Design subtract_seq, sky130hd; sources not shown.
Fig. 1: run 1, a small window of the routed layout
Bar = 10 µm. Region (86, 15) to (126, 55) µm. Cells in grey, sequential cells in the stronger grey; small squares are vias.
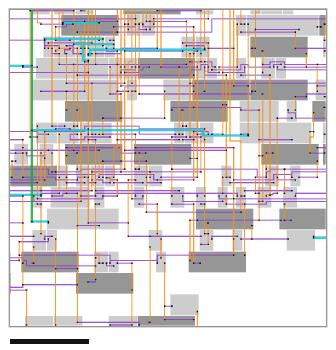
legend:
  M1:
    colour: purple
  M2:
    colour: orange
  M3:
    colour: cyan
  M4:
    colour: green
sequential cells in the window: 16
most frequent: nand2_1 (24), a21oi_1 (17), dfxtp_1 (16)
cells with their middle in the window: 81

Fig. 2: run 1, M1 wires
Bar = 50 µm. Supply wires on this layer in grey.
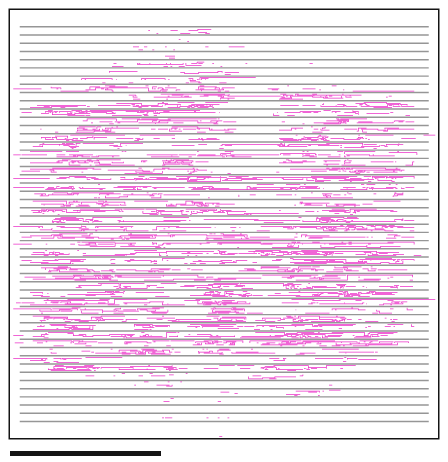
nets with wire on the layer: 766
share of all routed wire: 49%
main direction: horizontal
longest straight run: 36.3 µm
Vias: 4,970
grt met1 use: 0.2090
final wirelength: 15,200 µm

Fig. 3: run 1, selected gate families
Bar = 50 µm.
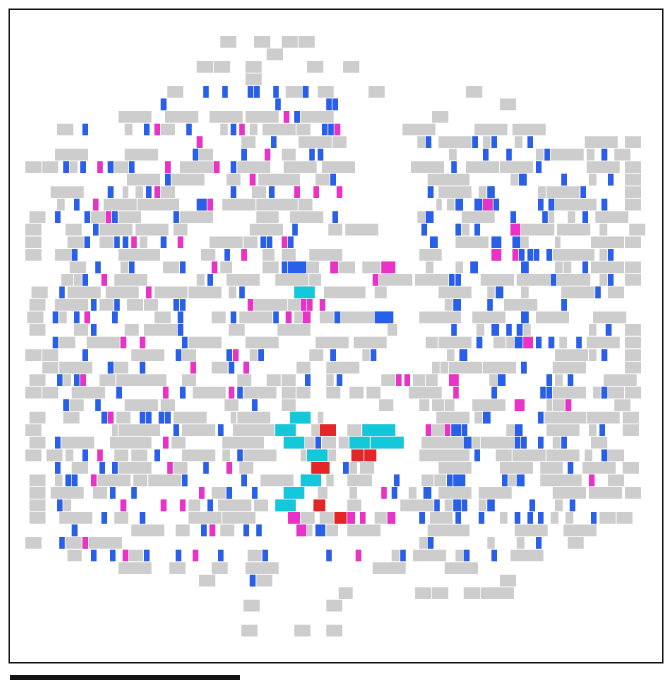
legend:
  nand cells:
    colour: blue
    cells: 247
  non-inverting ao/oa cells:
    colour: red
    cells: 6
  nor cells:
    colour: magenta
    cells: 77
  fa/ha/maj cells:
    colour: cyan
    cells: 11
Non-Filler Instances: 1,011
Comb/total area: 0.3645
Top cell excl fill/tap: nand2_1

==> flow_summary_export.csv, run 1 <==
group,metric,value,unit
floorplan,n_tap_cell,225,
route,drtAntennaViolNets,0,
power,p_int,2307,µW
yosys,synth_simple_gate_area_share,0.2463,
yosys,ys_sh_aoi,0.1816,
yosys,ys.flop_type,"dfxtp_1",
floorplan,die_y,141.5,µm
global_route,grt_max_degree,95,
power,pwr-share-comb,0.164,
power,swShare,0.2655,
global_route,grt-ovfl-total,0,
outcome,status,"finished clean",
floorplan,die_area,20030,µm²
power,p_leak,0.002569,µW
power,p_comb,515,µW
route,drt-met1-wl,7438,µm
global_route,grt_antenna_before_repair,0,
clock_network,cts.sinks,132,
setup_path,startpoint_type,"flip-flop",
clock_network,path_clk_slew,0.05,ns
layout,comb_cells,508,
layout,buf_share,0.1506,
clock_network,cts_setup_buffers,0,
setup_path,r2r_slack,1.33,ns
setup_path,critPathSlowestCell,"dfxtp_1",
timing,period_minus_slack,3.273,ns
Fig. 4: run 1, routing congestion map
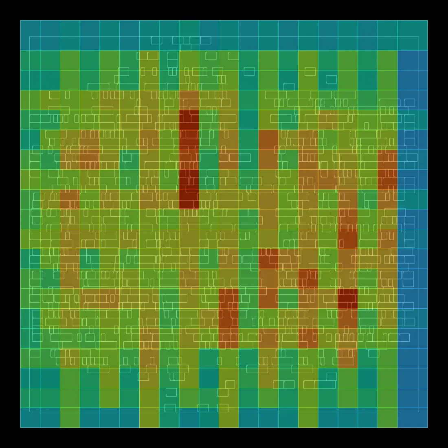

==> run 1 -> run 2 <==
clock period = 3.22 ns   (was 4.6 ns; I/O delays follow)
Fig. 5: run 2, routing congestion map
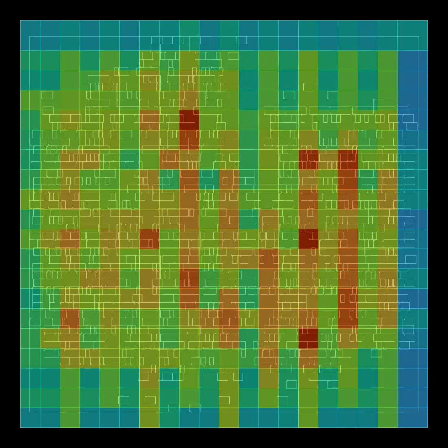
grt met1 use: 0.2158
Util after Layout: 0.4114
WL/cell: 14.82 µm
Most Crowded Layer GR: met2

Fig. 6: run 2, M3 wires
Bar = 50 µm. Cells faint in the background.
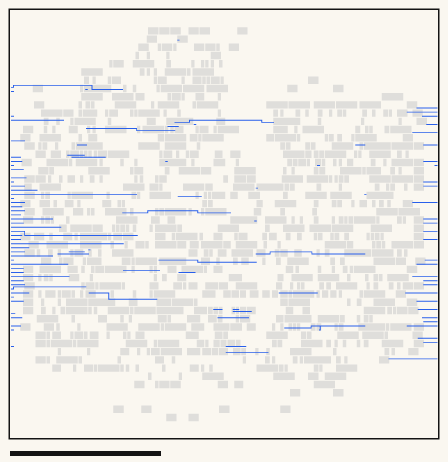
longest straight run: 41.4 µm
share of all routed wire: 6.1%
Vias: 4,931
met3 GRT Util: 0.05022
final wirelength: 15,050 µm

==> flow_summary_export.csv, run 2 <==
group,metric,value,unit
yosys,ys_sh_aoi,0.1816,
layout,mostFrequentLayoutCell,"nand2_1",
timing,setup_violations,0,
layout,seq_share,0.3638,
power,p_leak,0.002576,µW
clock_network,cts_setup_buffers,0,
yosys,ys.flop_type,"dfxtp_1",
power,power_clock,1740,µW
layout,syn2layout_area_growth,31.80,%
layout,nNonClkInverters,3,
outcome,status,"finished clean",
setup_path,r2r_slack,0.38,ns
yosys,ys_warn_count,0,
clock_network,path_clk_slew,0.05,ns
layout,clock_area_frac,0.07320,
layout,nClkBuffers,26,
power,p_comb,737,µW
timing,fmax,352.6,MHz
clock_network,cts.sinks,132,
power,swShare,0.2729,
power,p_int,3133,µW
floorplan,n_tap_cell,225,
timing,slew_violations,0,
yosys,muxShareOfSynthArea,0,
setup_path,crit_fanout,3,
floorplan,die_y,141.5,µm
yosys,post-synth-top-count-cell,"nand2_1",
hold_path,holdPathStages,2,
layout,buf_share,0.1585,
placed_design,dp_hpwl,10090,µm
timing,period_minus_slack,2.836,ns
yosys,synth_simple_gate_area_share,0.2463,
global_route,grt-ovfl-total,0,
power,power,4309,µW
timing,setup-tns-final,0,ns
clock_network,insertion_delay,0.42,ns
layout,fin_nets,859,
setup_path,critPathSlowestCell,"or4_1",
floorplan,die_width,141.5,µm
route,drtAntennaViolNets,0,
yosys,syn_area_per_cell,7.874,µm²
power,pwr-share-comb,0.171,
floorplan,die_area,20030,µm²
layout,comb_cells,508,
global_route,grt_antenna_before_repair,1,
setup_path,startpoint_type,"flip-flop",
global_route,grt_max_degree,66,
route,drt-met1-wl,7497,µm
floorplan,fp_util,0.3121,
Fig. 7: run 2, selected gate families
Bar = 50 µm.
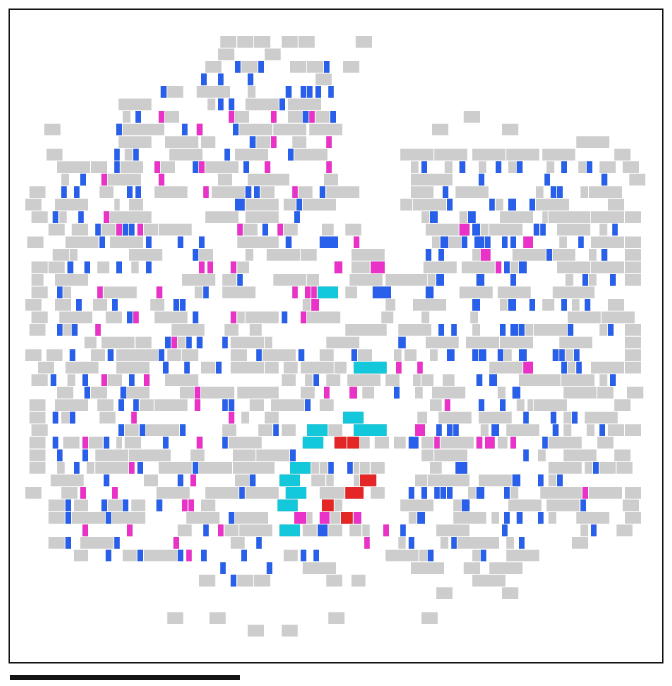
legend:
  nor cells:
    colour: magenta
    cells: 77
  nand cells:
    colour: blue
    cells: 247
  fa/ha/maj cells:
    colour: cyan
    cells: 11
  non-inverting ao/oa cells:
    colour: red
    cells: 6
    where: bottom centre
Comb/total area: 0.3643
Non-Filler Instances: 1,015

Fig. 8: run 2, a small window of the routed layout
Bar = 10 µm. Region (86, 15) to (126, 55) µm. Cells in grey, sequential cells in the stronger grey; small squares are vias.
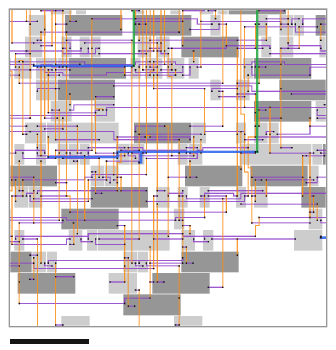

==> run 2 -> run 3 <==
CELL_PAD_IN_SITES_DETAIL_PLACEMENT = 1   (was default)
CELL_PAD_IN_SITES_GLOBAL_PLACEMENT = 2   (was default)
PLACE_DENSITY = 0.85   (was 0.56)
Fig. 9: run 3, a small window of the routed layout
Bar = 10 µm. Region (86, 15) to (126, 55) µm. Cells in grey, sequential cells in the stronger grey; small squares are vias.
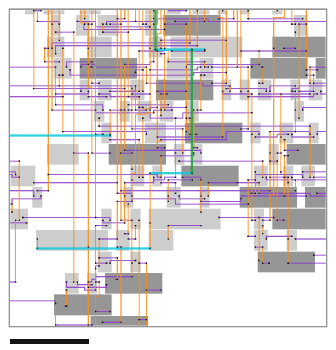
legend:
  M3:
    colour: cyan
  M4:
    colour: green
  M2:
    colour: orange
  M1:
    colour: purple
most frequent: nand2_1 (24), a21oi_1 (15), dfxtp_1 (14)
cells with their middle in the window: 73
sequential cells in the window: 14

Fig. 10: run 3, M3 wires
Bar = 50 µm. Cells faint in the background.
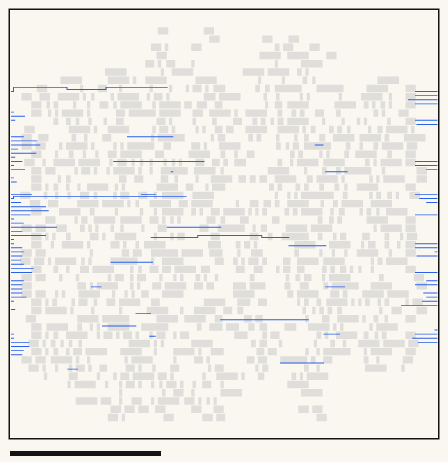
main direction: horizontal
longest straight run: 57.0 µm
wire length on this layer: 710 µm
nets with wire on the layer: 83
met3 GRT Util: 0.03809
Vias: 5,074
final wirelength: 16,010 µm

==> flow_summary_export.csv, run 3 <==
group,metric,value,unit
power,p_int,3146,µW
layout,comb_cells,508,
layout,syn2layout_area_growth,32.55,%
floorplan,fp_util,0.3121,
floorplan,n_tap_cell,225,
timing,slew_violations,0,
clock_network,cts.sinks,132,
hold_path,holdPathStages,2,
power,pwr-share-comb,0.171,
clock_network,path_clk_slew,0.06,ns
yosys,syn_area_per_cell,7.874,µm²
timing,setup_violations,0,
route,wl_per_cell,15.74,µm
layout,nNonClkInverters,3,
floorplan,die_area,20030,µm²
layout,utilization,0.4138,
timing,fmax,353.2,MHz
route,drtAntennaViolNets,0,
setup_path,r2r_slack,0.39,ns
timing,setup-tns-final,0,ns
layout,seq_share,0.3617,
clock_network,insertion_delay,0.42,ns
global_route,grt-ovfl-total,0,
layout,mostFrequentLayoutCell,"nand2_1",
yosys,ys_sh_aoi,0.1816,
clock_network,cts_setup_buffers,0,
setup_path,startpoint_type,"flip-flop",
floorplan,die_width,141.5,µm
timing,period_minus_slack,2.831,ns
setup_path,crit_fanout,3,
layout,buf_share,0.1576,
power,power_clock,1860,µW
global_route,grt_antenna_before_repair,0,
power,p_comb,762,µW
route,drt-met1-wl,7774,µm
layout,nClkBuffers,17,
yosys,ys_warn_count,0,
power,swShare,0.2940,
outcome,status,"finished clean",
yosys,synth_simple_gate_area_share,0.2463,
global_route,top_usage_layer,"met2",
setup_path,critPathSlowestCell,"fa_1",
power,power,4456,µW
yosys,ys.flop_type,"dfxtp_1",
placed_design,dp_hpwl,11400,µm
floorplan,die_y,141.5,µm
layout,fin_nets,859,
Fig. 11: run 3, selected gate families
Bar = 50 µm.
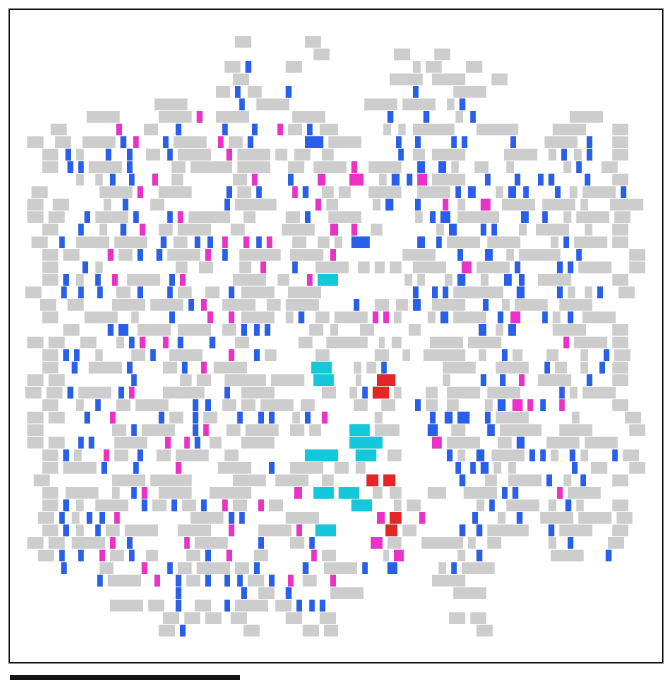
legend:
  non-inverting ao/oa cells:
    colour: red
    cells: 6
    where: bottom centre
  nor cells:
    colour: magenta
    cells: 77
  nand cells:
    colour: blue
    cells: 247
    where: all over the die
  fa/ha/maj cells:
    colour: cyan
    cells: 11
Non-Filler Instances: 1,017
Comb/total area: 0.3622

Power and IR drop assume default switching activity.
